===== src/rtl/alu_issue_stage.sv =====
// Decode/issue stage ahead of the ALU: register file, RAW scoreboard, one-entry output register.
// Define ISSUE_WB_BYPASS_EN to let a same-cycle writeback satisfy a pending source and feed its operand.
module alu_issue_stage #(
  parameter int DATA_W         = 32,
  parameter bit RF_RESET_CLEAR = 1'b1
) (
  input  logic              clk,
  input  logic              rst_n,
  input  logic              in_valid,
  output logic              in_ready,
  input  logic [31:0]       in_instr,
  output logic              out_valid,
  input  logic              out_ready,
  output logic [DATA_W-1:0] out_in1,
  output logic [DATA_W-1:0] out_in2,
  output logic [2:0]        out_aluop,
  output logic [4:0]        out_dest,
  output logic              out_wen,
  output logic              out_branch,
  output logic              illegal,
  input  logic              wb_en,
  input  logic [4:0]        wb_addr,
  input  logic [DATA_W-1:0] wb_data
);

  localparam logic [2:0] ALU_ADD = 3'd0;
  localparam logic [2:0] ALU_SUB = 3'd1;
  localparam logic [2:0] ALU_AND = 3'd2;
  localparam logic [2:0] ALU_OR  = 3'd3;
  localparam logic [2:0] ALU_SLL = 3'd4;
  localparam logic [2:0] ALU_SRL = 3'd5;
  localparam logic [2:0] ALU_SLT = 3'd6;

  logic [DATA_W-1:0] r_rf [32];
  logic [31:0]       r_pending;
  logic              r_outValid;
  logic [DATA_W-1:0] r_in1;
  logic [DATA_W-1:0] r_in2;
  logic [2:0]        r_aluop;
  logic [4:0]        r_dest;
  logic              r_wen;
  logic              r_branch;
  logic              r_illegal;

  logic [5:0]        w_op;
  logic [5:0]        w_funct;
  logic [4:0]        w_rs;
  logic [4:0]        w_rt;
  logic [4:0]        w_rd;
  logic [4:0]        w_shamt;
  logic [DATA_W-1:0] w_sImm;
  logic [DATA_W-1:0] w_zImm;
  logic [DATA_W-1:0] w_shamtExt;
  logic [DATA_W-1:0] w_rsVal;
  logic [DATA_W-1:0] w_rtVal;
  logic              w_rsBusy;
  logic              w_rtBusy;
  logic              w_legal;
  logic              w_useRt;
  logic              w_writes;
  logic              w_branch;
  logic              w_wen;
  logic [2:0]        w_aluop;
  logic [4:0]        w_dest;
  logic [DATA_W-1:0] w_in1;
  logic [DATA_W-1:0] w_in2;
  logic              w_hazard;
  logic              w_slotFree;
  logic              w_accept;
  logic [31:0]       w_setMask;
  logic [31:0]       w_clrMask;

  assign w_op       = in_instr[31:26];
  assign w_rs       = in_instr[25:21];
  assign w_rt       = in_instr[20:16];
  assign w_rd       = in_instr[15:11];
  assign w_shamt    = in_instr[10:6];
  assign w_funct    = in_instr[5:0];
  assign w_sImm     = {{(DATA_W-16){in_instr[15]}}, in_instr[15:0]};
  assign w_zImm     = {{(DATA_W-16){1'b0}}, in_instr[15:0]};
  assign w_shamtExt = {{(DATA_W-5){1'b0}}, w_shamt};

  // r0 reads as zero and is never busy; bypass treats a matching writeback as already landed
  always_comb begin
    w_rsVal  = (w_rs == 5'd0) ? '0 : r_rf[w_rs];
    w_rtVal  = (w_rt == 5'd0) ? '0 : r_rf[w_rt];
    w_rsBusy = (w_rs != 5'd0) && r_pending[w_rs];
    w_rtBusy = (w_rt != 5'd0) && r_pending[w_rt];
`ifdef ISSUE_WB_BYPASS_EN
    if (wb_en && (wb_addr == w_rs) && (w_rs != 5'd0)) begin
      w_rsVal  = wb_data;
      w_rsBusy = 1'b0;
    end
    if (wb_en && (wb_addr == w_rt) && (w_rt != 5'd0)) begin
      w_rtVal  = wb_data;
      w_rtBusy = 1'b0;
    end
`endif
  end

  always_comb begin
    w_legal  = 1'b0;
    w_useRt  = 1'b0;
    w_writes = 1'b1;
    w_branch = 1'b0;
    w_aluop  = ALU_ADD;
    w_dest   = w_rt;
    w_in1    = w_rsVal;
    w_in2    = w_sImm;
    case (w_op)
      6'h00: begin
        w_legal = 1'b1;
        w_useRt = 1'b1;
        w_dest  = w_rd;
        w_in2   = w_rtVal;
        case (w_funct)
          6'h20, 6'h21: w_aluop = ALU_ADD;
          6'h22, 6'h23: w_aluop = ALU_SUB;
          6'h24:        w_aluop = ALU_AND;
          6'h25:        w_aluop = ALU_OR;
          6'h2A:        w_aluop = ALU_SLT;
          6'h00: begin
            w_aluop = ALU_SLL;
            w_in1   = w_rtVal;
            w_in2   = w_shamtExt;
          end
          6'h02: begin
            w_aluop = ALU_SRL;
            w_in1   = w_rtVal;
            w_in2   = w_shamtExt;
          end
          default: w_legal = 1'b0;
        endcase
      end
      6'h08, 6'h09: w_legal = 1'b1;
      6'h0A: begin
        w_legal = 1'b1;
        w_aluop = ALU_SLT;
      end
      6'h0C: begin
        w_legal = 1'b1;
        w_aluop = ALU_AND;
        w_in2   = w_zImm;
      end
      6'h0D: begin
        w_legal = 1'b1;
        w_aluop = ALU_OR;
        w_in2   = w_zImm;
      end
      6'h04: begin
        w_legal  = 1'b1;
        w_useRt  = 1'b1;
        w_writes = 1'b0;
        w_branch = 1'b1;
        w_aluop  = ALU_SUB;
        w_dest   = 5'd0;
        w_in2    = w_rtVal;
      end
      default: w_legal = 1'b0;
    endcase
  end

  assign w_wen      = w_writes && (w_dest != 5'd0);
  assign w_hazard   = w_rsBusy || (w_useRt && w_rtBusy);
  assign w_slotFree = !r_outValid || out_ready;
  assign in_ready   = w_slotFree && !(w_legal && w_hazard);
  assign w_accept   = in_valid && in_ready;
  assign w_setMask  = (w_accept && w_legal && w_wen) ? (32'd1 << w_dest) : 32'd0;
  assign w_clrMask  = wb_en ? (32'd1 << wb_addr) : 32'd0;

  // Set is applied after clear so a same-cycle issue to the written register stays pending
  always_ff @(posedge clk) begin
    if (!rst_n) begin
      r_outValid <= 1'b0;
      r_illegal  <= 1'b0;
      r_in1      <= '0;
      r_in2      <= '0;
      r_aluop    <= 3'd0;
      r_dest     <= 5'd0;
      r_wen      <= 1'b0;
      r_branch   <= 1'b0;
      r_pending  <= 32'd0;
    end else begin
      r_illegal <= w_accept && !w_legal;
      r_pending <= ((r_pending & ~w_clrMask) | w_setMask) & ~32'd1;
      if (w_accept && w_legal) begin
        r_outValid <= 1'b1;
        r_in1      <= w_in1;
        r_in2      <= w_in2;
        r_aluop    <= w_aluop;
        r_dest     <= w_dest;
        r_wen      <= w_wen;
        r_branch   <= w_branch;
      end else if (w_slotFree) begin
        r_outValid <= 1'b0;
      end
    end
  end

  always_ff @(posedge clk) begin
    if (!rst_n) begin
      r_rf[0] <= '0;
      if (RF_RESET_CLEAR) begin
        for (int i = 1; i < 32; i++) r_rf[i] <= '0;
      end
    end else if (wb_en && (wb_addr != 5'd0)) begin
      r_rf[wb_addr] <= wb_data;
    end
  end

  assign out_valid  = r_outValid;
  assign out_in1    = r_in1;
  assign out_in2    = r_in2;
  assign out_aluop  = r_aluop;
  assign out_dest   = r_dest;
  assign out_wen    = r_wen;
  assign out_branch = r_branch;
  assign illegal    = r_illegal;

endmodule


===== config.mk =====
export PLATFORM = sky130hd
export DESIGN_NAME = alu_issue_stage
export DESIGN_NICKNAME = d
export VERILOG_FILES = /design/src/rtl/alu_issue_stage.sv
export SDC_FILE = /design/constraint.sdc
export NUM_CORES = 2
export LEC_CHECK = 0
export ABC_AREA = 0
export CAP_MARGIN = 20
export CORE_ASPECT_RATIO = 1.4
export CORE_MARGIN = 10
export CORE_UTILIZATION = 65
export DETAILED_ROUTE_END_ITERATION = 10
export MAX_ROUTING_LAYER = met4
export PLACE_DENSITY = 0.83
export SYNTH_ARGS = -nofsm -noshare
export SYNTH_HDL_FRONTEND = slang
export SYNTH_SLANG_ARGS = --single-unit

===== constraint.sdc =====
create_clock -name clk -period 10.55 [get_ports clk]
set_input_delay 1.055 -clock clk [delete_from_list [all_inputs] [get_ports clk]]
set_output_delay 1.055 -clock clk [all_outputs]
set_load 0.05 [all_outputs]

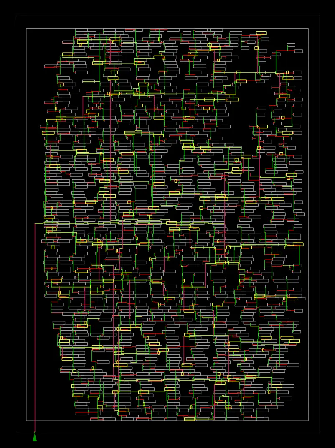
clocks.png
Clock group: 3.93 mW
FFs & Latches: 1,131
clock sinks: 1,131
CTS Buf Count: 103
Worst-Skew Late Latency: 750 ps

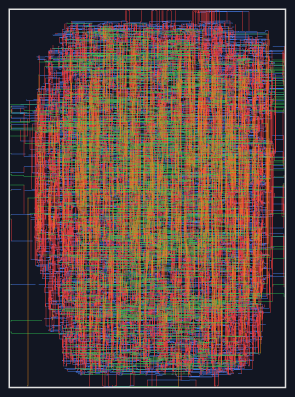
wires.png
Scale: 1 px per um.
Key: metal 4 = orange [wire length 20.7 mm]; metal 1 = blue [wire length 60.5 mm]; metal 3 = green [wire length 36.0 mm]; metal 2 = red [wire length 93.1 mm]

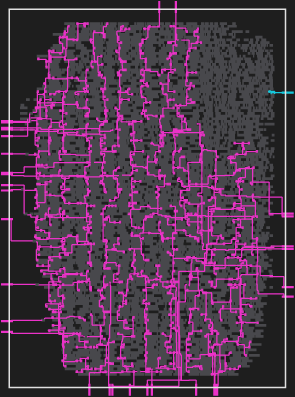
io_fan.png
Scale: 1 px per um.
Key: out_ready = cyan [bits 1, direction input, edge right, end cells 1, buffers 1, wire 23.7 um]; wb_data = magenta [bits 32, direction input, edge 14 left, 10 bottom, 6 right, 2 top, end cells 992, buffers 32, wire 10,300 um]
I/O pins: 151
Port Buffer Count: 150

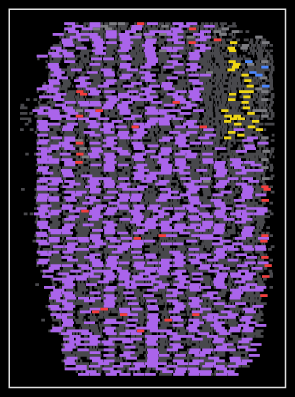
flops_by_reg.png
Scale: 1 px per um. Other sequential cells in the stronger grey, the rest of the logic in the fainter grey.
Key: out_dest = blue [flops 5, where upper right]; r_pending = yellow [flops 31, where upper right]; r_rf = purple [flops 1,024, where widely spread]; out_in1 = red [flops 32, where widely spread]
Core Util, Final: 0.728
Seq area share: 0.502
register area: 0.0329 mm2

==> impl_metrics.json <==
{
  "ys_area_mm2": 0.0591,
  "clockBufferCount": 137,
  "largest_area_cell": "edfxtp_1",
  "clock-skew-final_ps": 31.9,
  "ys_sh_aoi": 0.0512,
  "slowest_delay_ps": 830,
  "grtUsageTotal": 0.421,
  "grt_pass1_wl_um": 295000,
  "lay_top_count": "edfxtp_1",
  "logic_gate_count": 2481,
  "fp_util": 0.657,
  "worstReg2RegEnd": "r_pending[18]",
  "dominant_cells": "sequential cells",
  "yosysMostFrequentCell": "edfxtp_1",
  "vias": 41812,
  "grt_max_degree": 128,
  "power_density_mw_per_mm2": 160,
  "busiest_layer": "met2",
  "nets": 4072,
  "antenna_cells": 40,
  "std_cell_rows": 130,
  "outcome": "finished, final reports clean",
  "nWellTaps": 1188,
  "largest_reg_flops": 1024,
  "grt_overflow": 0,
  "antenna_left": 0,
  "syn_area_mm2": 0.0591,
  "timing.hold.ws_ps": 462,
  "cp-start-kind": "primary input",
  "min_period_ps": 5660,
  "ys_sh_xor": 0,
  "max_freq_mhz": 177,
  "grt_use_met1": 0.487,
  "dieArea_mm2": 0.103,
  "cp.required_ps": 9500,
  "placed_area_mm2": 0.0618,
  "worst_slew_pin_slew_ps": 1280,
  "maxCapViolCount": 0,
  "top_layer_used": "met4",
  "clk_pin_slew_ps": 70,
  "comb_share": 0.382,
  "core_area_mm2": 0.0899,
  "ys_types": 65,
  "p_total_mw": 10.5,
  "design_area_mm2": 0.0655,
  "synthDominantCellAreaShare": 0.521,
  "use_met2": 0.596,
  "final_cell_mix": "edfxtp_1 (1,024), and2_1 (994), mux4_2 (558)",
  "dr.pass1.iters": 8,
  "die_h_um": 377,
  "synthTopCellsByCount": "edfxtp_1 (1,024), and2_1 (995), mux4_2 (558)",
  "finalHoldViolCount": 0,
  "post_cts_resize_count": 0,
  "gp_congestion": 0.930,
  "drive_above_1_share": 0.230,
  "n_all_buffers": 258,
  "regToRegStartpoint": "r_pending[7]",
  "wirelength_um": 210000,
  "crit_chain": "buf_8 > buf_12 > mux4_2 > mux2i_1 > o211ai_1 > o211ai_1 > nand2_1 > a31oi_1 > clkdlybuf4s50_1",
  "flop_cell": "edfxtp_1",
  "syn_inst": 4028,
  "worst-path-buf-inv": 3,
  "async_reset_ff_frac": 0,
  "endpoint": "in_ready",
  "cts_tree": "done",
  "setup-violations-final": 0,
  "crit_top_cell": "o211ai_1",
  "ys_ff": 1131,
  "crit_path_start": "in_instr[17]"
}
## metrics by stage
step | util | setup WS [ps]
2_1_floorplan | - | 5900
3_3_place_gp | 0.688 | 4910
3_5_place_dp | 0.688 | 4840
4_1_cts | 0.726 | 4950
5_1_grt | 0.727 | 4710
6_report | 0.728 | 4890
## worst min path at each step
stage                       start       endpoint  slack (ps)  cells past startpoint
finish                 out_in2[4]     out_in2[4]         460                      2
global route           out_in2[4]     out_in2[4]         470                      2
CTS                    out_in2[4]     out_in2[4]         460                      2
detailed placement     out_in2[4]     out_in2[4]         450                      2
global placement       out_in2[4]     out_in2[4]         450                      2
floorplan           r_pending[31]  r_pending[31]         460                      2
## power by group
part	switching, mW	leakage (nW)	internal (mW)
registers	0.141	10.6	5.12
clock network	1.76	1.68	2.17
logic	0.748	9.64	0.514
Power is estimated from default activity; no workload was simulated.
